==> config.mk <==
export PLATFORM = sky130hd
export DESIGN_NAME = exp4_unidade_controle_rodadas
export DESIGN_NICKNAME = d
export VERILOG_FILES = /design/src/rtl/exp4_unidade_controle_rodadas.sv
export SDC_FILE = /design/constraint.sdc
export NUM_CORES = 1
export LEC_CHECK = 0
export ABC_AREA = 1
export CORE_MARGIN = 5
export CORE_UTILIZATION = 47
export CTS_CLUSTER_SIZE = 12
export DETAILED_ROUTE_END_ITERATION = 10
export PLACE_DENSITY = 0.75
export SYNTH_ARGS = -nofsm -noshare
export SYNTH_HDL_FRONTEND = slang
export SYNTH_SLANG_ARGS = --single-unit
export TNS_END_PERCENT = 1
==> constraint.sdc <==
create_clock -name clock -period 1.16 [get_ports clock]
set_input_delay 0.116 -clock clock [delete_from_list [all_inputs] [get_ports clock]]
set_output_delay 0.116 -clock clock [all_outputs]
set_load 0.005 [all_outputs]
Figure 1. Power grid (run 1).
Bar = 20 µm. Pins as bars on the die edge.
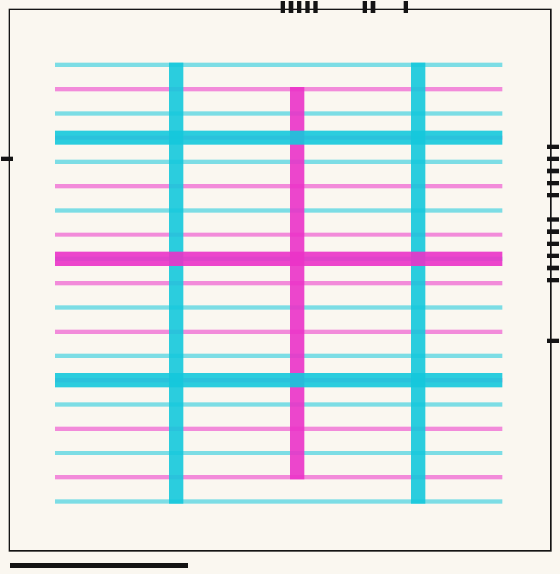
Key: magenta = VDD; cyan = VSS
19 met1 rails follow the rows. 21 signal pins sit on the boundary. The core has 18 rows. 3 straps on met5.
chip height: 60.6 µm
die width: 60.6 µm
Core Region: 2450 µm²

Figure 2. Metal layers overlaid (run 1).
Bar = 20 µm. Only two layers are drawn.
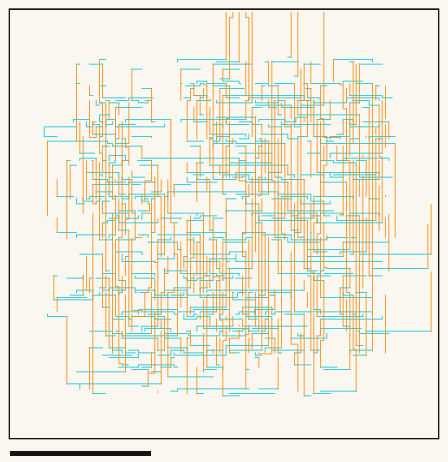
Key: orange = M2 [wire length 2050 µm]; cyan = M1 [wire length 1510 µm]
GRT Util Overall: 22.6%
DR WL/cell: 13.7 µm
via count: 1461

Figure 3. M3 wires (run 1).
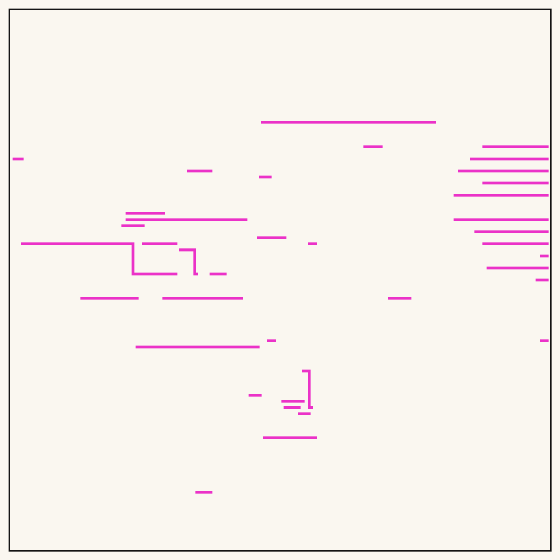
The wires run mostly horizontal. The layer carries 207 µm of wire. The longest straight run is 19.3 µm. The layer holds 5.3% of the routed length. 30 nets have wire on it.
grt met3 use: 2.55%
Post-Route WL: 3.90 mm

==> results.sh <==
# implementation run metrics
export IMPL_status="finished, violations left"
export IMPL_violations="negative setup slack"
export IMPL_clock_power_w=0.000321
export IMPL_hpwl_mm=2.56
export IMPL_logic_area_um2=767
export IMPL_ys_sh_aoi_pct=5.83
export IMPL_syn_nets=191
export IMPL_slew_violations=0
export IMPL_cts_tree="yes"
export IMPL_top_area_cell="dfrtp_1"
export IMPL_finalSetupViolCount=31
export IMPL_layout_top_cells="43 x buf_4, 42 x nand2_1, 22 x inv_1"
export IMPL_mux_share_pct=0
export IMPL_common_cells="46 x nand2_1, 25 x inv_1, 25 x nor2_1"
export IMPL_hold_ws_ns=0.129
export IMPL_cts_sinks=17
export IMPL_nets=264
export IMPL_grt_setup_unrepaired="true"
export IMPL_hold_viol_final=0
export IMPL_p_seq_share_pct=22.6
export IMPL_power_w=0.00351
export IMPL_yosys_stat_cells=183
export IMPL_antenna_left=0
export IMPL_grt_busiest_layer="met2"
export IMPL_synth_edff_count=0
export IMPL_tool_warnings=29
export IMPL_diodes=0
export IMPL_via_per_inst=5.13
export IMPL_top_area_share_pct=35.4
export IMPL_cts_root_buffer_cell="clkbuf_4"
export IMPL_largestPowerGroup="combinational logic"
export IMPL_p_sw_share_pct=41.5
export IMPL_crit_family="flip-flops"
export IMPL_flop_count=17
export IMPL_min_path_type="in -> async"
export IMPL_met1_length_mm=1.51
export IMPL_combPwrFrac_pct=68.3
export IMPL_grt_pass1_vias=1439
export IMPL_period_used_pct=134
export IMPL_netlist_instances=183
export IMPL_period_minus_slack_ns=1.56
export IMPL_critPathKind="reg -> out"
export IMPL_fin_cells=285
export IMPL_biggestCellCategory="combinational gates"
export IMPL_post_place_ws_ns=-0.375
export IMPL_async_flop_share_pct=100
export IMPL_fp_util_pct=48.9
export IMPL_clockPowerShare_pct=9.1
export IMPL_postCtsSetupBuffers=14
export IMPL_fmax_ghz=0.642
export IMPL_post_cts_resized=59
export IMPL_cpMaxStageDelayCell="dfrtp_2"
export IMPL_gp_congestion=0.970
export IMPL_numCtsBuffers=3
export IMPL_dp_cells=263
export IMPL_grt_util_met1_pct=25.1
export IMPL_dpl_cell_area_um2=1680
export IMPL_synth_top_cell_by_count="nand2_1"
export IMPL_area_leaders="dfrtp_1 35%, nand2_1 14%, nand3_1 9.2%"
export IMPL_first_pass_iters=4
export IMPL_end_kind="primary output"
export IMPL_comb_power_w=0.00240
export IMPL_tightest_slew_ns=0.260
export IMPL_maxCapViolations=0
export IMPL_finClkSkew_ns=0.00308
export IMPL_grt_use_met2_pct=42.7
export IMPL_clk_latency_ns=0.30
export IMPL_crit_fanout=5
export IMPL_remaining_drc_errors=0
export IMPL_routed_top_layer="met4"
export IMPL_buffers=72
export IMPL_ios=21
export IMPL_crit_path_cell_trace="buf_6 > nand2_4 > o211ai_1 > buf_4 > nand2_2 > buf_2"
export IMPL_yosysChipArea_um2=1200
export IMPL_inverters_excl_clock=30
export IMPL_synthesis_area_um2=1200
export IMPL_port_buffers=20
export IMPL_xor_share_pct=0
export IMPL_start_kind="flop"
export IMPL_fin_ws_ns=-0.396
export IMPL_synth_area_per_cell_um2=6.56
export IMPL_logic_gate_count=132
export IMPL_final_cell_area_um2=1950
export IMPL_fa_ha_area_share_pct=1.04
